==> config.mk <==
export PLATFORM = sky130hd
export DESIGN_NAME = axi4_lite_cmd_issuer
export DESIGN_NICKNAME = d
export VERILOG_FILES = /design/src/rtl/axi4_lite_cmd_issuer.sv
export SDC_FILE = /design/constraint.sdc
export NUM_CORES = 1
export LEC_CHECK = 0
export ABC_AREA = 0
export CORE_AREA = 2 2 182 184
export DETAILED_ROUTE_END_ITERATION = 8
export DIE_AREA = 0 0 184 186
export PLACE_DENSITY = 0.72
export SYNTH_ARGS = -nofsm -noshare
export SYNTH_HDL_FRONTEND = slang
export SYNTH_SLANG_ARGS = --single-unit
==> constraint.sdc <==
create_clock -name ACLK -period 3.7 [get_ports ACLK]
set_clock_uncertainty 0.15 [all_clocks]
set_input_delay 0.555 -clock ACLK [delete_from_list [all_inputs] [get_ports ACLK]]
set_output_delay 0.555 -clock ACLK [all_outputs]
set_load 0.05 [all_outputs]
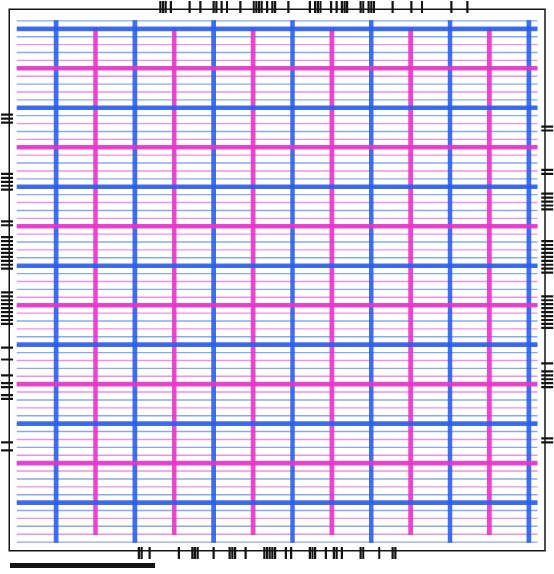
(images/pdn.png)
The bar under the picture is 50 microns long. Pins as bars on the die edge.
legend:
  magenta:
    net: VDD
  blue:
    net: VSS
signal pins: 141
met5 straps: 13
die width: 184 microns
worst ir drop on vdd: 463 uV
overall die height: 186 microns
CORE AREA: 32200 sq um

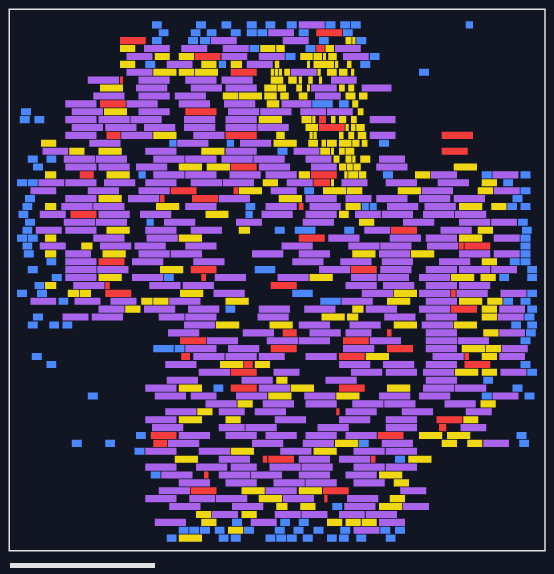
(images/cell_classes.png)
The bar under the picture is 50 microns long.
legend:
  red:
    class: clock drivers and dummy loads
    cells: 64
  blue:
    class: other buffers and delay cells
    cells: 154
  purple:
    class: flip-flops
    cells: 345
  yellow:
    class: all other logic
    cells: 206
total non-filler cell area in the finished layout: 16100 sq um
count of standard-cell rows: 66
Finished Core Util: 50.1%

==> impl_table.tex <==
% Yosys + OpenROAD metrics
\begin{tabular}{lr}
\hline
Metric & Value \\
\hline
\multicolumn{2}{l}{\textbf{Finish}} \\
Final non-clock buffer share & 9.78\% \\
Non-clock inverter total of the final layout & 10 \\
Dominant class by area & flip-flops and latches \\
Total area of multi-input combinational cells & 2880 sq um \\
Multi-input comb cells & 196 \\
Fraction of area in registers & 61.6\% \\
\multicolumn{2}{l}{\textbf{Power}} \\
Net load switching power & 4890 uW \\
Power in combinational cells & 5330 uW \\
Flop+latch power & 5720 uW \\
\multicolumn{2}{l}{\textbf{Floorplanning}} \\
I/O pin count & 141 \\
\multicolumn{2}{l}{\textbf{Final timing}} \\
Fin. max-slew vios & 0 \\
Final Hold Slack & 0.0194 ns \\
\multicolumn{2}{l}{\textbf{Clock network}} \\
Clock insertion delay at the later pin of the skew report & 0.51 ns \\
Clock Pin Slew Worst Setup and Hold Paths & 0.06 ns \\
Clock H-tree levels & 2 \\
Max Buffers Root-to-Sink & 3 \\
Number of hold buffers added after CTS & 0 \\
\multicolumn{2}{l}{\textbf{Placement}} \\
Post-Place Worst Slack & 0.789 ns \\
Routability Congestion & 0.753 \\
Placed instance area & 15000 sq um \\
\multicolumn{2}{l}{\textbf{Worst setup path}} \\
Max Fanout on Critical Path & 42 \\
Element type at the critical path end & flop \\
\multicolumn{2}{l}{\textbf{Yosys}} \\
Async set-or-reset flop fraction in the synthesized netlist & 24.6\% \\
Leading cell types by total area after synthesis & sky130\_fd\_sc\_hd\_\_edfxtp\_1 60\%, sky130\_fd\_sc\_hd\_\_dfrtp\_1 16\%, sky130\_fd\_sc\_hd\_\_mux4\_2 11\% \\
Synthesized area divided by synthesized cell count & 22.7 sq um \\
Synthesized cell area & 13100 sq um \\
Number of enable-type register cells in the synthesized netlist & 260 \\
\multicolumn{2}{l}{\textbf{Global route}} \\
Overall track demand over capacity in global routing & 14.6\% \\
Overflow left after global routing & 0 \\
Number of global-route vias before repair & 6169 \\
\multicolumn{2}{l}{\textbf{Route}} \\
Mean number of vias per cell & 5.01 \\
Average routed wire per standard cell & 20.9 microns \\
\# DRC & 0 \\
Count of TritonRoute iterations in the first routing pass & 4 \\
\multicolumn{2}{l}{\textbf{Outcome}} \\
Outcome & completed \\
\hline
\end{tabular}
cells in the final DEF (no fill, tap or decap), types with 6 or more instances in the layout:
| cell type | count |
|---|---|
| sky130_fd_sc_hd__edfxtp_1 | 260 |
| sky130_fd_sc_hd__buf_4 | 9 |
| sky130_fd_sc_hd__buf_12 | 6 |
| sky130_fd_sc_hd__clkdlybuf4s50_1 | 139 |
| sky130_fd_sc_hd__clkbuf_16 | 36 |
| sky130_fd_sc_hd__clkinv_2 | 12 |
| sky130_fd_sc_hd__ha_1 | 7 |
| sky130_fd_sc_hd__mux2i_1 | 6 |
| sky130_fd_sc_hd__mux2_4 | 48 |
| sky130_fd_sc_hd__dfrtp_1 | 83 |
| sky130_fd_sc_hd__mux2_2 | 16 |
| sky130_fd_sc_hd__nand2_1 | 8 |
| sky130_fd_sc_hd__mux4_2 | 65 |
| sky130_fd_sc_hd__inv_1 | 9 |
cell families after synthesis:
logic type	Yosys count	share of synthesized area, %
muxes	135	18.5
xor gates and xnor gates	6	0.401
DFF	345	75.8
buffers and inverters	35	2.26
AOI/OAI and AO/OA	12	0.688
and+or+nand+nor	35	1.49
adders and majority gates	8	0.821
worst max-delay path, cell delays in order (launching register included):
cell                      delay, ns
sky130_fd_sc_hd__dfrtp_1       0.42
sky130_fd_sc_hd__or3_1         0.50
sky130_fd_sc_hd__inv_4         0.37
sky130_fd_sc_hd__buf_4         0.71
sky130_fd_sc_hd__mux2_2        0.41
per-layer routing:
metal	wire length, microns	vias to the layer above	global-route usage (%)
li1	-	2663	-
met1	10700	3078	19.5
met2	12200	146	24.2
met3	1320	34	3.46
met4	414	0	4.19
met5	0	-	0
Power is estimated from default activity; no workload was simulated.
